Figure 1. Metal layers overlaid (run 1).
Only two layers are drawn.
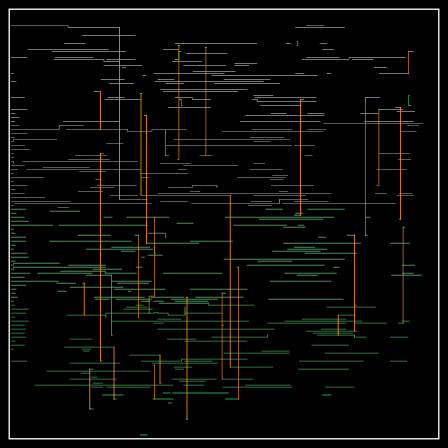
Figure 2. Placement by cell class (run 1).
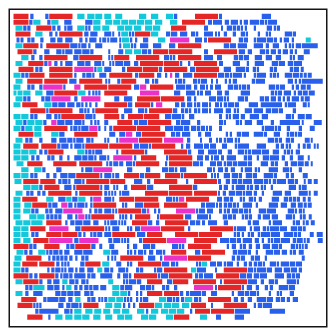
Figure 3. Clock wires, drivers and flops (run 1).
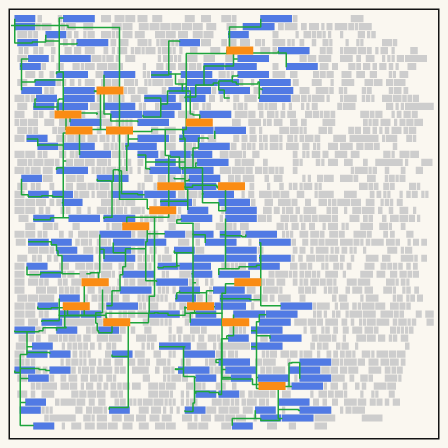
**config.mk**
```make
export PLATFORM = sky130hd
export DESIGN_NAME = ex_mdu_ctrl
export DESIGN_NICKNAME = d
export VERILOG_FILES = /design/src/rtl/ex_mdu_ctrl.sv
export SDC_FILE = /design/constraint.sdc
export NUM_CORES = 1
export LEC_CHECK = 0
export CAP_MARGIN = 20
export CORE_UTILIZATION = 60
export CTS_CLUSTER_SIZE = 20
export DETAILED_ROUTE_END_ITERATION = 12
export PLACE_DENSITY_LB_ADDON = 0.15
export SYNTH_ARGS = -nofsm -noshare
export SYNTH_HDL_FRONTEND = slang
export SYNTH_SLANG_ARGS = --single-unit
```
**constraint.sdc**
```tcl
create_clock -name clk -period 7.5 [get_ports clk]
set_input_delay 1.5 -clock clk [delete_from_list [all_inputs] [get_ports clk]]
set_output_delay 1.5 -clock clk [all_outputs]
set_load 0.02 [all_outputs]
```
**src/rtl/ex_mdu_ctrl.sv**
```systemverilog
// Multi-cycle multiply/divide sequencer holding HI/LO next to the EX ALU.
// Define MDU_SIGNED_EN to execute MULT/DIV as signed operations.

`ifndef OP_LENGTH
`define OP_LENGTH 4
`endif
`ifndef CMD_MULT
`define CMD_MULT  4'd1
`endif
`ifndef CMD_MULTU
`define CMD_MULTU 4'd2
`endif
`ifndef CMD_DIV
`define CMD_DIV   4'd3
`endif
`ifndef CMD_DIVU
`define CMD_DIVU  4'd4
`endif
`ifndef CMD_MTHI
`define CMD_MTHI  4'd5
`endif
`ifndef CMD_MTLO
`define CMD_MTLO  4'd6
`endif

module ex_mdu_ctrl #(
    parameter int WIDTH = 32,
    parameter int CNT_W = 6
) (
    input  logic                   clk,
    input  logic                   rst,
    input  logic [`OP_LENGTH-1:0]  op,
    input  logic                   start,
    input  logic [WIDTH-1:0]       regaData,
    input  logic [WIDTH-1:0]       regbData,
    input  logic                   flush,
    output logic [WIDTH-1:0]       hi,
    output logic [WIDTH-1:0]       lo,
    output logic                   busy,
    output logic                   stallReq,
    output logic                   done,
    output logic                   divZero
);

    localparam logic [1:0] S_IDLE = 2'd0;
    localparam logic [1:0] S_MUL  = 2'd1;
    localparam logic [1:0] S_DIV  = 2'd2;
    localparam logic [1:0] S_DONE = 2'd3;

    logic [1:0]           state;
    logic [2*WIDTH-1:0]   acc;
    logic [WIDTH-1:0]     opnd;
    logic [CNT_W-1:0]     cnt;

    logic                 is_mul, is_div;
    logic [WIDTH-1:0]     a_mag, b_mag;
    logic [WIDTH:0]       mul_sum;
    logic [WIDTH:0]       div_top, div_diff;
    logic [2*WIDTH-1:0]   mul_nxt, div_nxt, mul_res;
    logic [WIDTH-1:0]     quo, rmd;

`ifdef MDU_SIGNED_EN
    logic                 a_neg, b_neg, neg_q, neg_r;

    function automatic logic [WIDTH-1:0] fix_word(input logic [WIDTH-1:0] v, input logic neg);
        return neg ? -v : v;
    endfunction

    function automatic logic [2*WIDTH-1:0] fix_prod(input logic [2*WIDTH-1:0] v, input logic neg);
        return neg ? -v : v;
    endfunction
`endif

    always_comb begin
        is_mul = (op == `CMD_MULT) || (op == `CMD_MULTU);
        is_div = (op == `CMD_DIV)  || (op == `CMD_DIVU);
`ifdef MDU_SIGNED_EN
        a_neg  = ((op == `CMD_MULT) || (op == `CMD_DIV)) && regaData[WIDTH-1];
        b_neg  = ((op == `CMD_MULT) || (op == `CMD_DIV)) && regbData[WIDTH-1];
        a_mag  = fix_word(regaData, a_neg);
        b_mag  = fix_word(regbData, b_neg);
`else
        a_mag  = regaData;
        b_mag  = regbData;
`endif
    end

    assign stallReq = (state == S_MUL) || (state == S_DIV) ||
                      ((state == S_IDLE) && start && (is_mul || is_div));

    // Shift-add multiply step; the carry of the upper-half add re-enters at the MSB.
    always_comb begin
        mul_sum = {1'b0, acc[2*WIDTH-1:WIDTH]} + {1'b0, (acc[0] ? opnd : {WIDTH{1'b0}})};
        mul_nxt = {mul_sum, acc[WIDTH-1:1]};
    end

    // Restoring divide step; the bit shifted out of the remainder joins the compare,
    // and the sign of the WIDTH+1 bit difference is the "did not fit" indicator.
    always_comb begin
        div_top  = acc[2*WIDTH-1:WIDTH-1];
        div_diff = div_top - {1'b0, opnd};
        div_nxt  = {acc[2*WIDTH-2:0], 1'b0};
        if (!div_diff[WIDTH]) begin
            div_nxt[2*WIDTH-1:WIDTH] = div_diff[WIDTH-1:0];
            div_nxt[0]               = 1'b1;
        end
    end

    always_comb begin
`ifdef MDU_SIGNED_EN
        mul_res = fix_prod(mul_nxt, neg_q);
        quo     = fix_word(div_nxt[WIDTH-1:0], neg_q);
        rmd     = fix_word(div_nxt[2*WIDTH-1:WIDTH], neg_r);
`else
        mul_res = mul_nxt;
        quo     = div_nxt[WIDTH-1:0];
        rmd     = div_nxt[2*WIDTH-1:WIDTH];
`endif
    end

    always_ff @(posedge clk) begin
        if (!rst) begin
            state   <= S_IDLE;
            hi      <= '0;
            lo      <= '0;
            busy    <= 1'b0;
            done    <= 1'b0;
            divZero <= 1'b0;
            cnt     <= '0;
        end else begin
            done <= 1'b0;
            case (state)
                S_IDLE: begin
                    if (start && !flush) begin
                        if (op == `CMD_MTHI) begin
                            hi <= regaData;
                        end else if (op == `CMD_MTLO) begin
                            lo <= regaData;
                        end else if (is_mul) begin
                            acc   <= {{WIDTH{1'b0}}, b_mag};
                            opnd  <= a_mag;
                            cnt   <= '0;
                            state <= S_MUL;
                            busy  <= 1'b1;
`ifdef MDU_SIGNED_EN
                            neg_q <= a_neg ^ b_neg;
                            neg_r <= a_neg;
`endif
                        end else if (is_div) begin
                            if (regbData == '0) begin
                                hi      <= regaData;
                                lo      <= '1;
                                divZero <= 1'b1;
                                state   <= S_DONE;
                                done    <= 1'b1;
                            end else begin
                                acc   <= {{WIDTH{1'b0}}, a_mag};
                                opnd  <= b_mag;
                                cnt   <= '0;
                                state <= S_DIV;
                                busy  <= 1'b1;
`ifdef MDU_SIGNED_EN
                                neg_q <= a_neg ^ b_neg;
                                neg_r <= a_neg;
`endif
                            end
                        end
                    end
                end
                S_MUL, S_DIV: begin
                    if (flush) begin
                        state <= S_IDLE;
                        busy  <= 1'b0;
                    end else begin
                        acc <= (state == S_MUL) ? mul_nxt : div_nxt;
                        cnt <= cnt + CNT_W'(1);
                        if (cnt == CNT_W'(WIDTH-1)) begin
                            if (state == S_MUL) begin
                                {hi, lo} <= mul_res;
                            end else begin
                                lo      <= quo;
                                hi      <= rmd;
                                divZero <= 1'b0;
                            end
                            state <= S_DONE;
                            busy  <= 1'b0;
                            done  <= 1'b1;
                        end
                    end
                end
                default: begin
                    state <= S_IDLE;
                end
            endcase
        end
    end

endmodule

```
==> flow_summary.json, run 1 <==
{
  "synthCells": 1457,
  "die_x_um": 146,
  "combPwrFrac": 0.480,
  "p_comb_uw": 2060,
  "area_growth_pct": 16.9,
  "power_uw": 4300,
  "netlist.area_leader.share": 0.233,
  "warning_count": 28,
  "flop_area_um2": 4380,
  "antenna_found_initial": 0,
  "core_um2": 20200,
  "maxSlewViolCount": 0,
  "rows": 52,
  "most_common_cell": "nand2_1",
  "grt_pass1_vias": 10800,
  "fp_util": 0.612,
  "cts.path.max_buffers": 2,
  "pwr-share-seq": 0.314,
  "synth-seq-cells": 171,
  "aoi_share": 0.237,
  "htreeDepth": 4,
  "final_antenna_net_count": 0,
  "crit_required_ps": 6000,
  "post-route-util": 0.716,
  "reg2reg_slack_ps": 3050,
  "p_per_area_nw_per_um2": 297,
  "grt_max_degree": 92,
  "yosysSeqAreaShare": 0.354,
  "final_nets": 1684,
  "maxCapViolations": 0,
  "post_cts_buffers": 0,
  "outcome": "completed",
  "cp-startpoint": "op[0]",
  "fillers": 1561,
  "intPower_uw": 2500,
  "die-area_um2": 21200,
  "tritoncts": "yes",
  "rsz0062_at_grt": "no",
  "crit_fanout": 39,
  "hold_viol": 0,
  "power.group.top": "combinational logic",
  "viasPerCell": 6.39,
  "fa_ha_area_frac": 0.0719,
  "netlist_area_um2": 12400,
  "endpoint_kind": "output port",
  "fin_crit_sh": 0.682,
  "dp.final_hpwl_mm": 27.5,
  "min_period_ps": 5110,
  "die_h_um": 146,
  "hp-start": "state[1]",
  "crit_arrival_ps": 3610,
  "maxSlewHeadroom": 0.303,
  "fmax_mhz": 196,
  "detail_route.iter0.violations": 1372,
  "fin_ws_ps": 2390,
  "yosys_cells": 1457,
  "cts.clk_slew.worst_paths_ps": 70,
  "flop_cell": "edfxtp_1",
  "cts_buffers": 17,
  "yosys.cell_types.count": 84,
  "holdBufCountCts": 0,
  "cts_resized": 0,
  "drt-pass1-iter-count": 5,
  "worst_slew_pin_slew_ps": 1040,
  "cellLeakagePower_uw": 0.00582,
  "p_switching_uw": 1790,
  "reg2reg_from": "acc[31]"
}
## Picture notes: Figure 1
Key: green = M3 [wire length 3840 um]; orange = M4 [wire length 855 um]
WL/cell: 20.4 um
drt total wl: 37.3 mm
via count: 11700
GRT Total Usage: 0.349

## Picture notes: Figure 2
Key: blue = remaining logic cells [cells 1200, share of their area 54%]; red = registers [cells 171, share of their area 31%]; cyan = remaining buffers and delay cells [cells 152, share of their area 11%]; magenta = clock drivers and dummy loads [cells 32, share of their area 4.2%]

## Picture notes: Figure 3
Key: green = clock wires [length 1880 um]; orange = clock-net drivers [count 17]; blue = flip-flops [count 171]
There are 18 routed clock nets.
clock-net power: 886 uW
clock skew: 10.8 ps
clock power share: 0.206
clk_lat worst skew: 430 ps

## run 1: cells in the final DEF, fill, tap and decap left out, drive strengths merged, types with 33 or more instances in the layout
cell             n
clkdlybuf4s50  138
inv             60
mux2i           73
dfxtp           75
a21o            39
o21ai          115
a21boi          33
ha              68
nor2            94
a21oi          121
nand2          222
and2            41
xnor2           35
edfxtp          96
## run 1: worst max path at each step
stage                     slack [ps]  cells past startpoint        to
after detailed placement        2200                      8   acc[10]
final                           2390                      7  stallReq
after floorplan                 2710                      7    acc[0]
after CTS                       2410                      7  stallReq
after global routing            2320                      7  stallReq
after global placement          2300                      8    acc[9]
## run 1: critical path: stages
cell and delay, ps:
clkdlybuf4s50_1 560, xnor2_1 150, nor3_2 120, buf_4 380, nor2_1 90, o21ai_0 170
clkdlybuf4s50_1 630
## run 1: flip-flops by register name, indices dropped and copies added (netlist names)
name and count:
busy 1, divZero 1, opnd 32, cnt 6, done 1, hi 32
acc 64, lo 32, state 2
## run 1: layout make-up
cell class | count | share of cell area
inverter | 53 | 0.0137
sequential | 171 | 0.303
multi-input combinational | 1147 | 0.516
tap | 270 | 0.0233
clock buffer | 18 | 0.0296
clock inverter | 14 | 0.0110
timing repair buffer | 152 | 0.104
## run 1: through the flow
step | area (um2) | instances | hold slack (ps)
global placement | 13900 | 1791 | 468
CTS | 14500 | 1824 | 483
floorplan | 12400 | 1457 | 449
global route | 14500 | 1825 | 516
detailed placement | 13900 | 1792 | 473
finish | 14500 | 1825 | 476
## run 1: per-layer routing
| layer | up-vias | part of all wire | GRT usage |
|---|---|---|---|
| met1 | 5503 | 0.45 | 0.530 |
| met4 | 0 | 0.023 | 0.107 |
| met5 | - | 0 | 0 |
| li1 | 5453 | - | - |
| met2 | 636 | 0.42 | 0.505 |
| met3 | 61 | 0.10 | 0.0592 |
Figure 4. Congestion heat map (run 1).
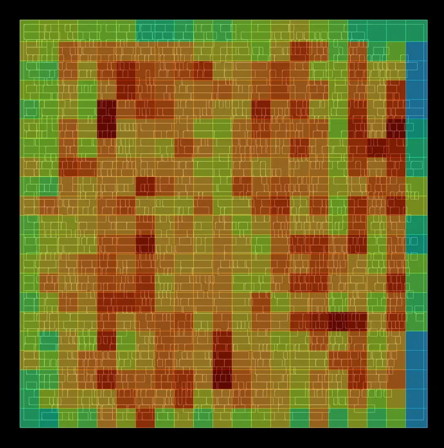

==> run 1 -> run 2 <==
- CORE_UTILIZATION: 60 -> 58
- clock period: 7.5 -> 5.1 ns (I/O delays scaled with it)
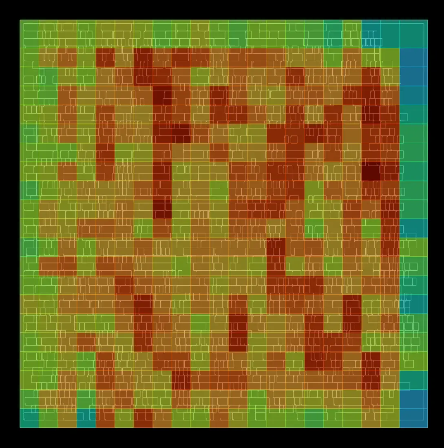
Figure 5: run 2, congestion heat map.
GR Util met3: 0.0706
Post-Route Utilization: 0.694
met1 GRT Util: 0.537

==> run 2 against run 1 <==
Compared with the run above:
- critical endpoint is now acc[63]
- flip-flop count unchanged
- cell area is 0.41% higher
- largest cell class unchanged
- sequential share of layout area shrank 0.12 points
- non-clock buffer count increased by 5
- combinational power grew about 50%
- critical path type is now reg -> reg
- critical path depth is 4 higher
==> flow_summary.json, run 2 <==
{
  "crit_slowest_cell": "nor4_1",
  "min_path_type": "reg -> reg",
  "drive_above_1_share": 0.0622,
  "grt_util_all_layers": 0.360,
  "cts.clk_slew.worst_paths_ps": 70,
  "cpMostUsedCell": "o21ai_0",
  "viasPerCell": 6.38,
  "maxCapViolations": 0,
  "numClockSinks": 171,
  "core_um2": 21000,
  "netlist.area_leader.share": 0.233,
  "yosys_cells": 1457,
  "setup_violations": 0,
  "yosys_area_um2": 12400,
  "ys_warn_count": 0,
  "yosys-top-cells-area": "edfxtp_1 (23%), dfxtp_1 (12%), ha_1 (6.9%), nand2_1 (6.7%), mux2i_1 (5.9%)",
  "detail_route.iter0.violations": 1329,
  "fp_util": 0.591,
  "dp.final_hpwl_mm": 29.0,
  "post_drt_wl_per_cell_um": 21.7,
  "top_cells_by_count": "nand2_1 (222), a21oi_1 (120), o21ai_0 (105)",
  "netlist_area_um2": 12400,
  "dpl_worst_slack_ps": 916,
  "cts.path.max_buffers": 2,
  "crit_fanout": 11,
  "warning_count": 28,
  "largest_reg_flops": 64,
  "holdBufCountCts": 0,
  "most_common_cell": "nand2_1",
  "start_kind": "register",
  "antenna_found_initial": 2,
  "rows": 53,
  "fin_skew_ps": 16.2,
  "min_period_ps": 4430,
  "outcome": "completed",
  "grt_pass1_wl_mm": 60.8,
  "edf_count": 96,
  "wl_met3_mm": 4.16,
  "rsz0062_at_grt": "no",
  "yosys.cell_types.count": 84,
  "fin_area_um2": 14500,
  "die_h_um": 148,
  "top_register": "acc",
  "dr_wl_met2_mm": 16.8,
  "grt-busiest-layer": "met1",
  "placed_area_um2": 13900,
  "synthCells": 1457,
  "cts_buffers": 17,
  "synth-seq-cells": 171,
  "flop_cell": "edfxtp_1",
  "endpoint_kind": "register",
  "grt-ovfl-total": 0,
  "clockRootBuffer": "clkbuf_16",
  "die-area_um2": 22000,
  "io_pins": 140,
  "grt_pass1_vias": 10800,
  "maxSlewHeadroom": 0.334,
  "vdd_drop_max_mv": 0.612,
  "crit_required_ps": 5240,
  "async_flop_share": 0,
  "maxSlewViolCount": 0,
  "yosysSeqAreaShare": 0.354,
  "met1_length_mm": 18.0,
  "use_met2": 0.523,
  "syn_nets": 1599,
  "vias": 11700,
  "final_antenna_net_count": 0,
  "worst_slew_pin_slew_ps": 999,
  "drt-total-wl_mm": 39.8,
  "drt-pass1-iter-count": 5,
  "tritoncts": "yes",
  "mostFrequentLayoutCell": "nand2_1",
  "place_inst": 1803,
  "tns_ps": 0,
  "fin_cells": 1836,
  "post_cts_buffers": 0,
  "hold_viol": 0,
  "post-route-drc-count": 0,
  "fmax_mhz": 226,
  "crit_path_max_incr_delay_ps": 760,
  "die_x_um": 148,
  "fin_ws_ps": 674,
  "grt_max_degree": 95,
  "p_per_area_nw_per_um2": 443,
  "place_congestion": 1.01,
  "io_buffers": 139,
  "avgSynthCellArea_um2": 8.51,
  "path_class": "reg -> reg",
  "final_nets": 1689,
  "cts_resized": 0,
  "crit_chain": "and2_1, ha_1, fa_1, a211oi_1, nor3_1, o21ai_0, a2111oi_0, nor4_1, o21ai_0, o21ai_0, a31oi_1",
  "lay_top_cells": "nand2_1 (222), clkdlybuf4s50_1 (138), a21oi_1 (118), o21ai_0 (105), edfxtp_1 (96)",
  "fin_crit_sh": 0.868,
  "clock_latency_ps": 440,
  "area_growth_pct": 17.3,
  "htreeDepth": 4,
  "crit_arrival_ps": 4570,
  "synth_area_leader_cell": "edfxtp_1",
  "cellLeakagePower_uw": 0.00585,
  "top_layer_used": "met5"
}
run 2: cell type report:
class	count	area (um2)
Inverter	53	199
Multi-Input combinational cell	1147	7470
Clock inverter	15	179
Tap cell	275	344
Fill cell	1744	6410
Sequential cell	171	4380
Timing Repair Buffer	157	1530
Clock buffer	17	425
Antenna cell	1	2.50
run 2: worst max-delay path, delay by kind of cell (launching register included):
family                   cells  cell delay [ps]
flip-flops                   1              560
AND/OR/NAND/NOR              3             1140
adder cells (fa/ha/maj)      2              670
AND-OR/OR-AND                6             1770
run 2: worst paths after layout:
| kind | from | endpoint | slack, ps | cells after the start |
|---|---|---|---|---|
| hold reg to reg | state[1] | state[1] | 490 | 2 |
| setup / recovery | acc[0] | acc[63] | 670 | 11 |
| hold / removal | state[1] | state[1] | 490 | 2 |
| setup reg to reg | acc[0] | acc[63] | 670 | 11 |
run 2: kinds of logic (layout without fill, tap and decap cells):
logic type | Yosys count | after routing | share of synthesized area
other cells | 0 | 1 | 0
xor+xnor | 56 | 56 | 0.0396
fa+ha+maj | 70 | 70 | 0.0719
mux | 75 | 75 | 0.0608
compound gates | 444 | 444 | 0.237
buf+inv | 139 | 242 | 0.0464
flops | 171 | 171 | 0.354
simple gates | 502 | 502 | 0.191
run 2: per-stage QoR:
stage | total power [uW] | utilization | hold WS (ps)
floorplan | 3990 | - | 449
global placement | 4980 | 0.665 | 466
detailed placement | 5000 | 0.665 | 477
CTS | 6370 | 0.694 | 486
global route | 6740 | 0.694 | 515
finish | 6450 | 0.694 | 488
run 2: where the power goes:
group,internal [uW],switching (uW),total (uW)
Combinational,1170,1920,3090
Sequential,1790,197,1990
Clock,744,620,1360
Total,3710,2740,6450
==> run 2 -> run 3 <==
- SLEW_MARGIN: not set -> 25
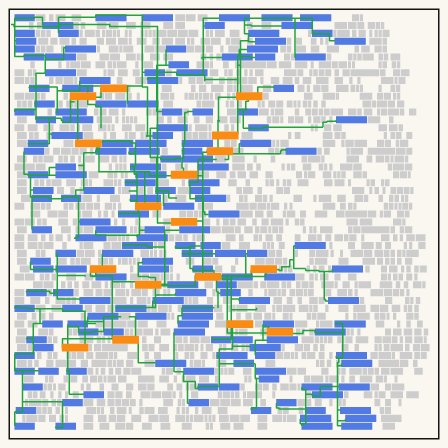
Figure 6: run 3, clock wires, drivers and flops.
Key: blue = flip-flops [count 171]; orange = clock-net drivers [count 17]; green = clock wires [length 2210 um]
There are 18 routed clock nets.
clk_lat worst skew: 440 ps
clock power share: 0.212
clock skew: 16.2 ps
clock-net power: 1360 uW

==> run 3 against run 2 <==
Compared with the run above:
- hold slack stayed put
- register-to-register slack hardly changed
- count of clock-buffer cells in the layout stayed put
- synthesized area stayed put
- largest cell class unchanged
==> flow_summary.json, run 3 <==
{
  "fin_crit_sh": 0.868,
  "fmax_mhz": 226,
  "cpMostUsedCell": "o21ai_0",
  "yosysSeqAreaShare": 0.354,
  "outcome": "completed",
  "nNonClkInverters": 53,
  "grt-ovfl-total": 0,
  "crit_chain": "and2_1, ha_1, fa_1, a211oi_1, nor3_1, o21ai_0, a2111oi_0, nor4_1, o21ai_0, o21ai_0, a31oi_1",
  "min_path_type": "reg -> reg",
  "viasPerCell": 6.38,
  "n_clock_buffer": 17,
  "final_antenna_net_count": 0,
  "intPower_uw": 3710,
  "io_pins": 140,
  "fp_util": 0.591,
  "maxSlewViolCount": 0,
  "avgSynthCellArea_um2": 8.51,
  "cts.path.max_buffers": 2,
  "logic_gates": 1147,
  "grt_util_all_layers": 0.360,
  "grt_max_degree": 95,
  "clock_area_frac": 0.0416,
  "dpl_worst_slack_ps": 916,
  "fillers": 1744,
  "taps": 275,
  "drt-total-wl_mm": 39.8,
  "netlist.area_leader.share": 0.233,
  "setup_violations": 0,
  "crit_path_max_incr_delay_ps": 760,
  "final_nets": 1689,
  "io_buffers": 139,
  "grtUsageMet3": 0.0706,
  "mostFrequentLayoutCell": "nand2_1",
  "buffer_area_frac": 0.105,
  "die_h_um": 148,
  "fin_ws_ps": 674,
  "crit_fanout": 11,
  "tns_ps": 0,
  "n_antenna_cell": 1,
  "flop_area_um2": 4380,
  "largest_reg_flops": 64,
  "post_drt_wl_per_cell_um": 21.7,
  "seq_cells": 171,
  "core_um2": 21000,
  "ys_warn_count": 0,
  "min_period_ps": 4430,
  "hold_viol": 0,
  "vdd_drop_max_mv": 0.612,
  "maxCapViolations": 0,
  "top_cells_by_count": "nand2_1 (222), a21oi_1 (120), o21ai_0 (105)",
  "syn_nets": 1599,
  "start_kind": "register",
  "edf_count": 96,
  "rsz0062_at_grt": "no",
  "use_met1": 0.537,
  "grt-busiest-layer": "met1",
  "post_cts_buffers": 0,
  "post-route-drc-count": 0,
  "cts.clk_slew.worst_paths_ps": 70,
  "sh_comb_area": 0.514,
  "dp.final_hpwl_mm": 29.0,
  "place_congestion": 1.01,
  "antenna_found_initial": 2,
  "die-area_um2": 22000,
  "crit_slowest_cell": "nor4_1",
  "synth_area_leader_cell": "edfxtp_1",
  "p_switching_uw": 2740,
  "yosys_area_um2": 12400,
  "netlist_area_um2": 12400,
  "synth-seq-cells": 171,
  "clockRootBuffer": "clkbuf_16",
  "crit_arrival_ps": 4570,
  "flop_cell": "edfxtp_1",
  "logic_area_um2": 7470,
  "most_common_cell": "nand2_1",
  "area_growth_pct": 17.3,
  "drt-pass1-iter-count": 5,
  "detail_route.iter0.violations": 1329
}
[run 3: cell counts after synthesis]
Identical to the previous run, type by type.
[run 3: final timing paths]
path / startpoint / endpoint / slack [ps] / depth (start not counted)
setup / recovery: acc[0] / acc[63] / 670 / 11
hold / removal: state[1] / state[1] / 490 / 2
setup reg to reg: acc[0] / acc[63] / 670 / 11
hold reg to reg: state[1] / state[1] / 490 / 2
[run 3: power groups by stage]
stage / sequential (uW) / clock [uW] / combinational (uW)
floorplan: 2100 / 0 / 1890
global placement: 2010 / 0 / 2970
detailed placement: 2000 / 0 / 3000
finish: 1990 / 1360 / 3090
CTS: 1980 / 1370 / 3020
global route: 2010 / 1420 / 3310
[run 3: logic make-up after synthesis]
family / share of synthesized area
compound gates: 0.237
xor+xnor: 0.0396
fa+ha+maj: 0.0719
buf+inv: 0.0464
flops: 0.354
mux: 0.0608
simple gates: 0.191
[run 3: layer usage]
layer	vias to the layer above	part of all wire
met1	5508	0.45
met4	2	0.020
met5	-	0.00030
met2	645	0.42
li1	5486	-
met3	66	0.10
[run 3: through the flow]
stage,hold slack (ps),instance area (um2),cells,utilization
after global placement,466,13900,1803,0.665
final,488,14500,1836,0.694
after CTS,486,14500,1835,0.694
after global routing,515,14500,1835,0.694
after floorplan,449,12400,1457,-
after detailed placement,477,13900,1803,0.665
[run 3: worst max-delay path: cells and delay by family, from the launching register on]
| family | cells | cell delay, ps |
|---|---|---|
| adder cells (fa/ha/maj) | 2 | 670 |
| AND-OR/OR-AND | 6 | 1770 |
| flip-flops | 1 | 560 |
| AND/OR/NAND/NOR | 3 | 1140 |
No activity file was given, so power comes from the tool's default toggle rates.
